File: src/rtl/seg7_scan_if.sv
// Bus bundle between a multiplexed 7-segment display scan and its decoder.
// The master drives segments and strobes; the slave returns decoded digits and frames.
interface seg7_scan_if #(
  parameter int N_DIGITS = 4
);
  localparam int IDX_W = (N_DIGITS > 1) ? $clog2(N_DIGITS) : 1;

  logic [6:0]            seg;
  logic [N_DIGITS-1:0]   dig_en;
  logic                  digit_valid;
  logic [IDX_W-1:0]      digit_idx;
  logic [3:0]            digit_bcd;
  logic                  frame_valid;
  logic [4*N_DIGITS-1:0] bcd_out;
  logic [N_DIGITS-1:0]   blank_mask;
  logic [N_DIGITS-1:0]   err_mask;

  modport master (
    output seg, dig_en,
    input  digit_valid, digit_idx, digit_bcd, frame_valid, bcd_out, blank_mask, err_mask
  );

  modport slave (
    input  seg, dig_en,
    output digit_valid, digit_idx, digit_bcd, frame_valid, bcd_out, blank_mask, err_mask
  );
endinterface

File: src/rtl/seg7_scan_decoder.sv
// Recovers BCD digits from a multiplexed active-low 7-segment bus: each digit is
// captured after a stable dwell and a full frame is published with blank/error masks.
module seg7_scan_decoder #(
  parameter int N_DIGITS      = 4,
  parameter int STABLE_CYCLES = 4
) (
  input logic        clk,
  input logic        rst,
  seg7_scan_if.slave bus
);
  localparam int CNT_W = $clog2(STABLE_CYCLES + 1);
  localparam int IDX_W = (N_DIGITS > 1) ? $clog2(N_DIGITS) : 1;
  localparam int SMP_W = 7 + N_DIGITS;
  localparam logic [CNT_W-1:0]    CNT_MAX = CNT_W'(STABLE_CYCLES);
  localparam logic [N_DIGITS-1:0] DIG_ONE = N_DIGITS'(1);

  typedef enum logic [0:0] {COLLECT = 1'b0, PUBLISH = 1'b1} state_t;

  // Result packs {blank, err, code}; unknown patterns report code E.
  function automatic logic [5:0] decode_seg(input logic [6:0] pat);
    logic [5:0] r;
    case (pat)
      7'h08:   r = {2'b00, 4'd0};
      7'h6D:   r = {2'b00, 4'd1};
      7'h22:   r = {2'b00, 4'd2};
      7'h24:   r = {2'b00, 4'd3};
      7'h45:   r = {2'b00, 4'd4};
      7'h14:   r = {2'b00, 4'd5};
      7'h10:   r = {2'b00, 4'd6};
      7'h2D:   r = {2'b00, 4'd7};
      7'h00:   r = {2'b00, 4'd8};
      7'h04:   r = {2'b00, 4'd9};
      7'h7F:   r = {2'b10, 4'hF};
      default: r = {2'b01, 4'hE};
    endcase
    return r;
  endfunction

  logic [SMP_W-1:0]      sample_q, sample_d;
  logic [CNT_W-1:0]      cnt_q, cnt_d;
  logic                  done_q, done_d;
  state_t                state_q, state_d;
  logic [4*N_DIGITS-1:0] slot_q, slot_d;
  logic [N_DIGITS-1:0]   blank_stage_q, blank_stage_d;
  logic [N_DIGITS-1:0]   err_stage_q, err_stage_d;
  logic [N_DIGITS-1:0]   seen_q, seen_d;
  logic                  digit_valid_q, digit_valid_d;
  logic [IDX_W-1:0]      digit_idx_q, digit_idx_d;
  logic [3:0]            digit_bcd_q, digit_bcd_d;
  logic                  frame_valid_q, frame_valid_d;
  logic [4*N_DIGITS-1:0] bcd_out_q, bcd_out_d;
  logic [N_DIGITS-1:0]   blank_mask_q, blank_mask_d;
  logic [N_DIGITS-1:0]   err_mask_q, err_mask_d;

  logic                  changed_s;
  logic                  onehot_s;
  logic                  done_eff_s;
  logic                  reach_s;
  logic                  capture_s;
  logic [IDX_W-1:0]      idx_s;
  logic [5:0]            dec_s;

  always_comb begin
    sample_d  = {bus.seg, bus.dig_en};
    changed_s = (sample_d != sample_q);
    onehot_s  = (bus.dig_en != '0) && ((bus.dig_en & (bus.dig_en - DIG_ONE)) == '0);

    idx_s = '0;
    for (int i = 0; i < N_DIGITS; i++) begin
      if (bus.dig_en[i]) begin
        idx_s = IDX_W'(i);
      end else begin
        idx_s = idx_s;
      end
    end

    // A new sample restarts the dwell and re-arms the single capture per dwell.
    if (changed_s) begin
      cnt_d      = CNT_W'(1);
      done_eff_s = 1'b0;
    end else begin
      cnt_d      = (cnt_q == CNT_MAX) ? cnt_q : cnt_q + CNT_W'(1);
      done_eff_s = done_q;
    end
    reach_s   = (cnt_d == CNT_MAX) && !done_eff_s;
    done_d    = done_eff_s | reach_s;
    capture_s = reach_s && onehot_s;
    dec_s     = decode_seg(bus.seg);

    slot_d        = slot_q;
    blank_stage_d = blank_stage_q;
    err_stage_d   = err_stage_q;
    seen_d        = seen_q;
    digit_valid_d = capture_s;
    digit_idx_d   = digit_idx_q;
    digit_bcd_d   = digit_bcd_q;
    frame_valid_d = 1'b0;
    bcd_out_d     = bcd_out_q;
    blank_mask_d  = blank_mask_q;
    err_mask_d    = err_mask_q;

    case (state_q)
      PUBLISH: begin
        bcd_out_d     = slot_q;
        blank_mask_d  = blank_stage_q;
        err_mask_d    = err_stage_q;
        frame_valid_d = 1'b1;
        slot_d        = '0;
        blank_stage_d = '0;
        err_stage_d   = '0;
        seen_d        = '0;
      end
      COLLECT: begin
        frame_valid_d = 1'b0;
      end
      default: begin
        frame_valid_d = 1'b0;
      end
    endcase

    // Applied after the publish clear so a capture here lands in the next frame.
    if (capture_s) begin
      digit_idx_d                 = idx_s;
      digit_bcd_d                 = dec_s[3:0];
      slot_d[4*int'(idx_s) +: 4]  = dec_s[3:0];
      blank_stage_d[idx_s]        = dec_s[5];
      err_stage_d[idx_s]          = dec_s[4];
      seen_d[idx_s]               = 1'b1;
    end else begin
      digit_idx_d = digit_idx_q;
      digit_bcd_d = digit_bcd_q;
    end

    state_d = (seen_d == {N_DIGITS{1'b1}}) ? PUBLISH : COLLECT;
  end

  always_ff @(posedge clk or posedge rst) begin
    if (rst) begin
      sample_q      <= '0;
      cnt_q         <= '0;
      done_q        <= 1'b0;
      state_q       <= COLLECT;
      slot_q        <= '0;
      blank_stage_q <= '0;
      err_stage_q   <= '0;
      seen_q        <= '0;
      digit_valid_q <= 1'b0;
      digit_idx_q   <= '0;
      digit_bcd_q   <= 4'h0;
      frame_valid_q <= 1'b0;
      bcd_out_q     <= '0;
      blank_mask_q  <= '0;
      err_mask_q    <= '0;
    end else begin
      sample_q      <= sample_d;
      cnt_q         <= cnt_d;
      done_q        <= done_d;
      state_q       <= state_d;
      slot_q        <= slot_d;
      blank_stage_q <= blank_stage_d;
      err_stage_q   <= err_stage_d;
      seen_q        <= seen_d;
      digit_valid_q <= digit_valid_d;
      digit_idx_q   <= digit_idx_d;
      digit_bcd_q   <= digit_bcd_d;
      frame_valid_q <= frame_valid_d;
      bcd_out_q     <= bcd_out_d;
      blank_mask_q  <= blank_mask_d;
      err_mask_q    <= err_mask_d;
    end
  end

  assign bus.digit_valid = digit_valid_q;
  assign bus.digit_idx   = digit_idx_q;
  assign bus.digit_bcd   = digit_bcd_q;
  assign bus.frame_valid = frame_valid_q;
  assign bus.bcd_out     = bcd_out_q;
  assign bus.blank_mask  = blank_mask_q;
  assign bus.err_mask    = err_mask_q;
endmodule

File: src/flat_wrapper.sv
// flat-port wrapper written by rule: the top's interface ports become plain ports
module seg7_scan_decoder_flat 
#(
  parameter int N_DIGITS      = 4,
  parameter int STABLE_CYCLES = 4
)
  (clk, rst, bus_seg, bus_dig_en, bus_digit_valid, bus_digit_idx, bus_digit_bcd, bus_frame_valid, bus_bcd_out, bus_blank_mask, bus_err_mask);
  seg7_scan_if #(.N_DIGITS(N_DIGITS)) bus_i ();
  input logic clk;
  input logic rst;
  input wire logic [$bits(bus_i.seg)-1:0] bus_seg;
  input wire logic [$bits(bus_i.dig_en)-1:0] bus_dig_en;
  output wire logic [$bits(bus_i.digit_valid)-1:0] bus_digit_valid;
  output wire logic [$bits(bus_i.digit_idx)-1:0] bus_digit_idx;
  output wire logic [$bits(bus_i.digit_bcd)-1:0] bus_digit_bcd;
  output wire logic [$bits(bus_i.frame_valid)-1:0] bus_frame_valid;
  output wire logic [$bits(bus_i.bcd_out)-1:0] bus_bcd_out;
  output wire logic [$bits(bus_i.blank_mask)-1:0] bus_blank_mask;
  output wire logic [$bits(bus_i.err_mask)-1:0] bus_err_mask;
  assign bus_i.seg = bus_seg;
  assign bus_i.dig_en = bus_dig_en;
  assign bus_digit_valid = bus_i.digit_valid;
  assign bus_digit_idx = bus_i.digit_idx;
  assign bus_digit_bcd = bus_i.digit_bcd;
  assign bus_frame_valid = bus_i.frame_valid;
  assign bus_bcd_out = bus_i.bcd_out;
  assign bus_blank_mask = bus_i.blank_mask;
  assign bus_err_mask = bus_i.err_mask;
  seg7_scan_decoder #(.N_DIGITS(N_DIGITS), .STABLE_CYCLES(STABLE_CYCLES)) u_core (.clk(clk), .rst(rst), .bus(bus_i));
endmodule
File: config.mk
export PLATFORM = sky130hd
export DESIGN_NAME = seg7_scan_decoder_flat
export DESIGN_NICKNAME = d
export VERILOG_FILES = /design/src/rtl/seg7_scan_if.sv /design/src/rtl/seg7_scan_decoder.sv /design/src/flat_wrapper.sv
export SDC_FILE = /design/constraint.sdc
export NUM_CORES = 1
export LEC_CHECK = 0
export CAP_MARGIN = 20
export CORE_MARGIN = 2
export CORE_UTILIZATION = 59
export DETAILED_ROUTE_END_ITERATION = 6
export GPL_ROUTABILITY_DRIVEN = 1
export MAX_ROUTING_LAYER = met4
export PLACE_DENSITY = 0.82
export SYNTH_ARGS = -nofsm -noshare
export SYNTH_HDL_FRONTEND = slang
export SYNTH_SLANG_ARGS = --single-unit
File: constraint.sdc
create_clock -name clk -period 7.4 [get_ports clk]
set_clock_uncertainty 0.1 [all_clocks]
set_input_delay 1.11 -clock clk [delete_from_list [all_inputs] [get_ports clk]]
set_output_delay 1.11 -clock clk [all_outputs]
set_load 0.02 [all_outputs]
==> flow_metrics.py, run 1 <==
# Auto-generated metrics
metrics = {
    "status": {
        "status": "completed",
    },
    "finish": {
        "area_delta_synth_final_pct": 20.7,
        "comb_area_sq_mm": 0.00139,
        "seq_share": 0.462,
        "fin_util": 0.743,
        "largest_cell_class": "registers",
        "clk_share": 0.0529,
        "layout.nets": 336,
    },
    "clock_tree": {
        "clkSinkCount": 76,
        "cts.hold.buffers_added": 0,
    },
    "critical_path": {
        "reg2reg_depth": 7,
        "crit_fanout": 11,
        "cp-start-kind": "input port",
        "crit_arrival_ns": 3.19,
        "worstPathRequired_ns": 7.50,
        "regToRegEndpoint": "u_core.slot_q[15]",
        "r2r_slack_ns": 4.84,
        "crit_end": "u_core.slot_q[13]",
        "end_kind": "flip-flop",
        "crit_start": "bus_seg[0]",
    },
    "die": {
        "rows": 27,
    },
    "logic_synthesis": {
        "edf_count": 0,
        "ys_seq_frac": 0.558,
        "synth.distinct_cells": 46,
        "synth_xor_xnor_area_share": 0.0385,
        "ys_ff": 76,
        "yosysMostFrequentCell": "dfrtp_1",
        "top_cell_area_share": 0.558,
        "syn_avg_cell_area_sq_um": 12.3,
        "yosys_area_sq_mm": 0.00341,
    },
    "place": {
        "dp_cells": 382,
        "place.gp.congestion": 0.816,
    },
    "sta": {
        "fmax_mhz": 324,
        "maxSlewViolCount": 0,
        "maxSlewHeadroom": 0.388,
        "hold_viol": 0,
        "period_minus_slack_ns": 3.09,
        "rsz0062_at_grt": "false",
    },
    "hold_path": {
        "hp-class": "reg2reg",
        "hold_end": "u_core.bus.bcd_out[7]",
        "holdPathStages": 1,
    },
    "global_route": {
        "grt_max_degree": 77,
        "antenna_found_initial": 0,
        "grtUsageTotal": 0.225,
    },
    "detailed_routing": {
        "post-route-drc-count": 0,
    },
}
[run 1: critical path, stage by stage]
cell	delay, ns
clkdlybuf4s50_1	0.59
or3_1	0.50
o22ai_1	0.25
a21oi_1	0.16
a211oi_2	0.43
mux2i_1	0.15
[run 1: per-layer routing]
metal / part of all wire / wire [um] / vias up / GRT usage
li1: - / - / 1051 / -
met3: 0.031 / 193 / 11 / 0.0339
met5: 0 / 0 / - / -
met4: 0.018 / 109 / 0 / 0.0915
met1: 0.46 / 2830 / 1039 / 0.316
met2: 0.49 / 2990 / 53 / 0.333
[run 1: report_power, final]
part           total, mW  internal, mW  switching, mW
clock network      0.342         0.199          0.143
registers          0.420         0.418        0.00140
logic             0.0401        0.0155         0.0246
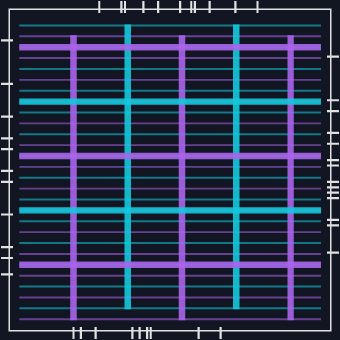
run_1/floorplan.png
(4 px per um) Pins as bars on the die edge.
color	net
purple	VSS
cyan	VDD
met5 straps	5
signal pins	45
Die Width: 80.0 um
core area: 0.00554 sq mm
die height: 80.0 um
peak supply drop: 133 uV

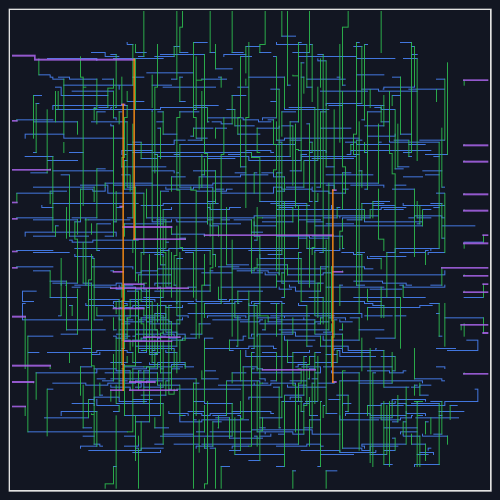
run_1/layers.png
(6 px per um)
color	layer	wire length
orange	M4	110 um
blue	M1	2,830 um
green	M2	2,990 um
purple	M3	193 um
wire per inst: 15.4 um
drt total wl: 6130 um

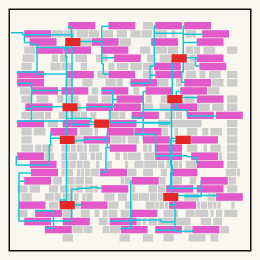
run_1/clock_wires.png
(3 px per um)
[red] clock-net drivers | count: 9
[cyan] clock wires | length: 844 um
[magenta] flip-flops | count: 76
routed clock nets	10
P_clk: 0.342 mW
Late-Pin Clk Latency: 0.34 ns
Clk pwr share: 0.427

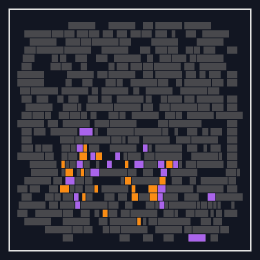
run_1/gates.png
(3 px per um)
color	family	cells	most used
orange	nor cells	19	nor2_1
purple	aoi and oai cells	20	a21oi_1
fraction of area in multi-input gates: 0.338
Non-Filler Instances: 398

run_1/clock_nets.png
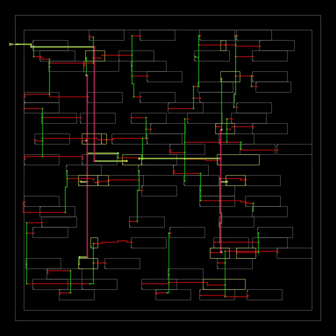

## Run 2: what changed since run 1
CORE_UTILIZATION = 55   (was 59)
PLACE_DENSITY = 0.77   (was 0.82)
clock period = 2.95 ns   (was 7.4 ns; I/O delays follow)
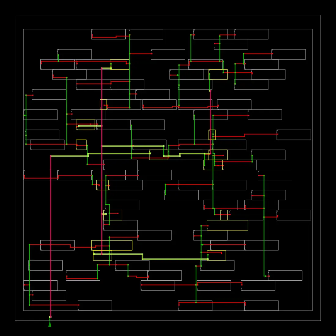
run_2/clock_nets.png
P_clk: 0.864 mW
number of buffers created by CTS: 9

==> flow_metrics.py, run 2 <==
# Auto-generated metrics
metrics = {
    "die": {
        "rows": 28,
    },
    "logic_synthesis": {
        "edf_count": 0,
        "top_cell_area_share": 0.558,
        "synth_xor_xnor_area_share": 0.0385,
        "synth.distinct_cells": 46,
    },
    "global_route": {
        "antenna_found_initial": 0,
        "grtUsageTotal": 0.221,
    },
    "critical_path": {
        "slowest_stage": "dfrtp_1",
        "max_stage_delay_ns": 0.43,
        "reg2reg_depth": 7,
        "path_buffers": 1,
        "cp-start-kind": "flip-flop",
        "regToRegEndpoint": "u_core.slot_q[14]",
        "crit_end": "u_core.slot_q[14]",
        "crit_arrival_ns": 2.69,
        "worstPathRequired_ns": 3.05,
        "cpLargestDelayFamily": "simple AND/OR/NAND/NOR gates",
    },
    "detailed_routing": {
        "avgRoutedWirePerCell_um": 16.2,
        "post-route-drc-count": 0,
    },
    "sta": {
        "maxSlewViolCount": 0,
        "period_minus_slack_ns": 2.59,
        "fmax_mhz": 386,
    },
    "clock_tree": {
        "clock_latency_ns": 0.34,
        "clkSinkCount": 76,
        "cts.hold.buffers_added": 0,
    },
    "finish": {
        "area_delta_synth_final_pct": 22.2,
        "stdcell_count": 406,
        "layout.nets": 341,
    },
    "status": {
        "status": "completed",
    },
    "hold_path": {
        "hp-class": "in2async",
    },
    "place": {
        "dp_cells": 390,
    },
}
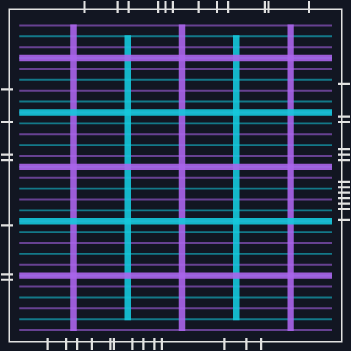
run_2/floorplan.png
(4 px per um) Pins as bars on the die edge.
color	net
purple	VSS
cyan	VDD
signal pins	45
rows	28
met1 rails	29
met4 straps	5
peak supply drop: 297 uV
core area: 0.00596 sq mm
Die Width: 82.7 um
die height: 82.7 um

-- run 2: cell counts after synthesis --
Identical to the previous run, type by type.
-- run 2: cell type report --
class                      count  area, sq um
sequential                    76         1900
clock buffer                   9          124
tap                           75         93.8
timing repair buffer          52          513
inverter                      14         52.6
fill                         466         1790
multi-input combinational    173         1390
clock inverter                 7         91.3
-- run 2: metal layers --
metal | vias up | track usage | share of wire
li1 | 1056 | - | -
met5 | - | - | 0
met4 | 0 | 0.0787 | 0.017
met3 | 9 | 0.0424 | 0.036
met2 | 57 | 0.331 | 0.47
met1 | 1095 | 0.303 | 0.47
-- run 2: report_power, final --
part	internal, mW	total (mW)	leakage (nW)	switching [mW]
Clock	0.473	0.864	0.109	0.391
Sequential	1.05	1.05	0.875	0.00342
Combinational	0.0447	0.110	0.921	0.0656
Total	1.57	2.03	1.90	0.460
## Run 3: what changed since run 2
CAP_MARGIN = 10   (was 20)
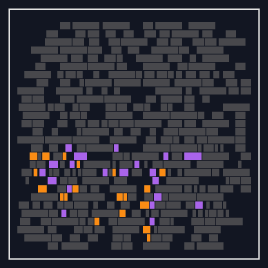
run_3/gates.png
(3 px per um)
color	family	cells	most used
orange	nor cells	19	nor2_1
purple	aoi and oai cells	20	a21oi_1
Non-Filler Instances: 406
fraction of area in multi-input gates: 0.334
Commonest Layout Cell: dfrtp_1

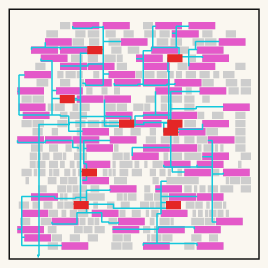
run_3/clock_wires.png
(3 px per um)
Clk pwr share: 0.426

==> flow_metrics.py, run 3 <==
# Auto-generated metrics
metrics = {
    "status": {
        "status": "completed",
    },
    "power_and_ir_drop": {
        "power_switching_mw": 0.460,
        "pg_clk_mw": 0.864,
        "ir_drop_uv": 297,
        "combPwrFrac": 0.054,
        "power_frac_seq": 0.519,
        "sequentialPower_mw": 1.05,
        "p_int_mw": 1.57,
        "comb-power_mw": 0.110,
    },
    "finish": {
        "clk_share": 0.0516,
        "area_delta_synth_final_pct": 22.2,
        "comb_area_sq_mm": 0.00139,
        "inverters": 14,
        "nMultiInputCombCells": 173,
        "n_clock_buffer": 9,
        "seq_area_sq_mm": 0.00190,
        "nNonClkBuffers": 52,
        "fill_cells": 466,
        "largest_cell_class": "registers",
    },
    "detailed_routing": {
        "post-route-drc-count": 0,
        "avgRoutedWirePerCell_um": 16.2,
    },
    "critical_path": {
        "max_stage_delay_ns": 0.43,
        "reg2reg_depth": 7,
        "cp-start-kind": "flip-flop",
        "path_buffers": 1,
        "slowest_stage": "dfrtp_1",
        "worstPathRequired_ns": 3.05,
        "cpLargestDelayFamily": "simple AND/OR/NAND/NOR gates",
    },
    "die": {
        "n_tap_cell": 75,
        "rows": 28,
    },
    "global_route": {
        "antenna_found_initial": 0,
        "grtUsageTotal": 0.221,
        "met2_usage": 0.331,
        "top_usage_layer": "met2",
        "met1_usage": 0.303,
        "use_met3": 0.0424,
    },
    "clock_tree": {
        "clock_latency_ns": 0.34,
        "clkSinkCount": 76,
        "cts.hold.buffers_added": 0,
    },
    "hold_path": {
        "hp-class": "in2async",
    },
    "logic_synthesis": {
        "edf_count": 0,
        "synth.distinct_cells": 46,
    },
    "sta": {
        "maxSlewViolCount": 0,
        "period_minus_slack_ns": 2.59,
    },
}
==> run 3: cells by family (layout without fill, tap and decap cells) <==
family | count (synthesis) | count (layout) | share of synthesized area
XOR/XNOR | 15 | 15 | 0.0385
AND/OR/NAND/NOR | 76 | 76 | 0.139
flip-flops | 76 | 76 | 0.558
AND-OR/OR-AND | 26 | 26 | 0.0562
buffers and inverters | 29 | 82 | 0.0341
adder cells (fa/ha/maj) | 2 | 2 | 0.00734
multiplexers | 54 | 54 | 0.167
==> run 3: routing by layer <==
layer | up-vias | share of wire
li1 | 1056 | -
met1 | 1095 | 0.47
met2 | 57 | 0.47
met3 | 9 | 0.036
met4 | 0 | 0.017
met5 | - | 0
Power is estimated from default activity; no workload was simulated.
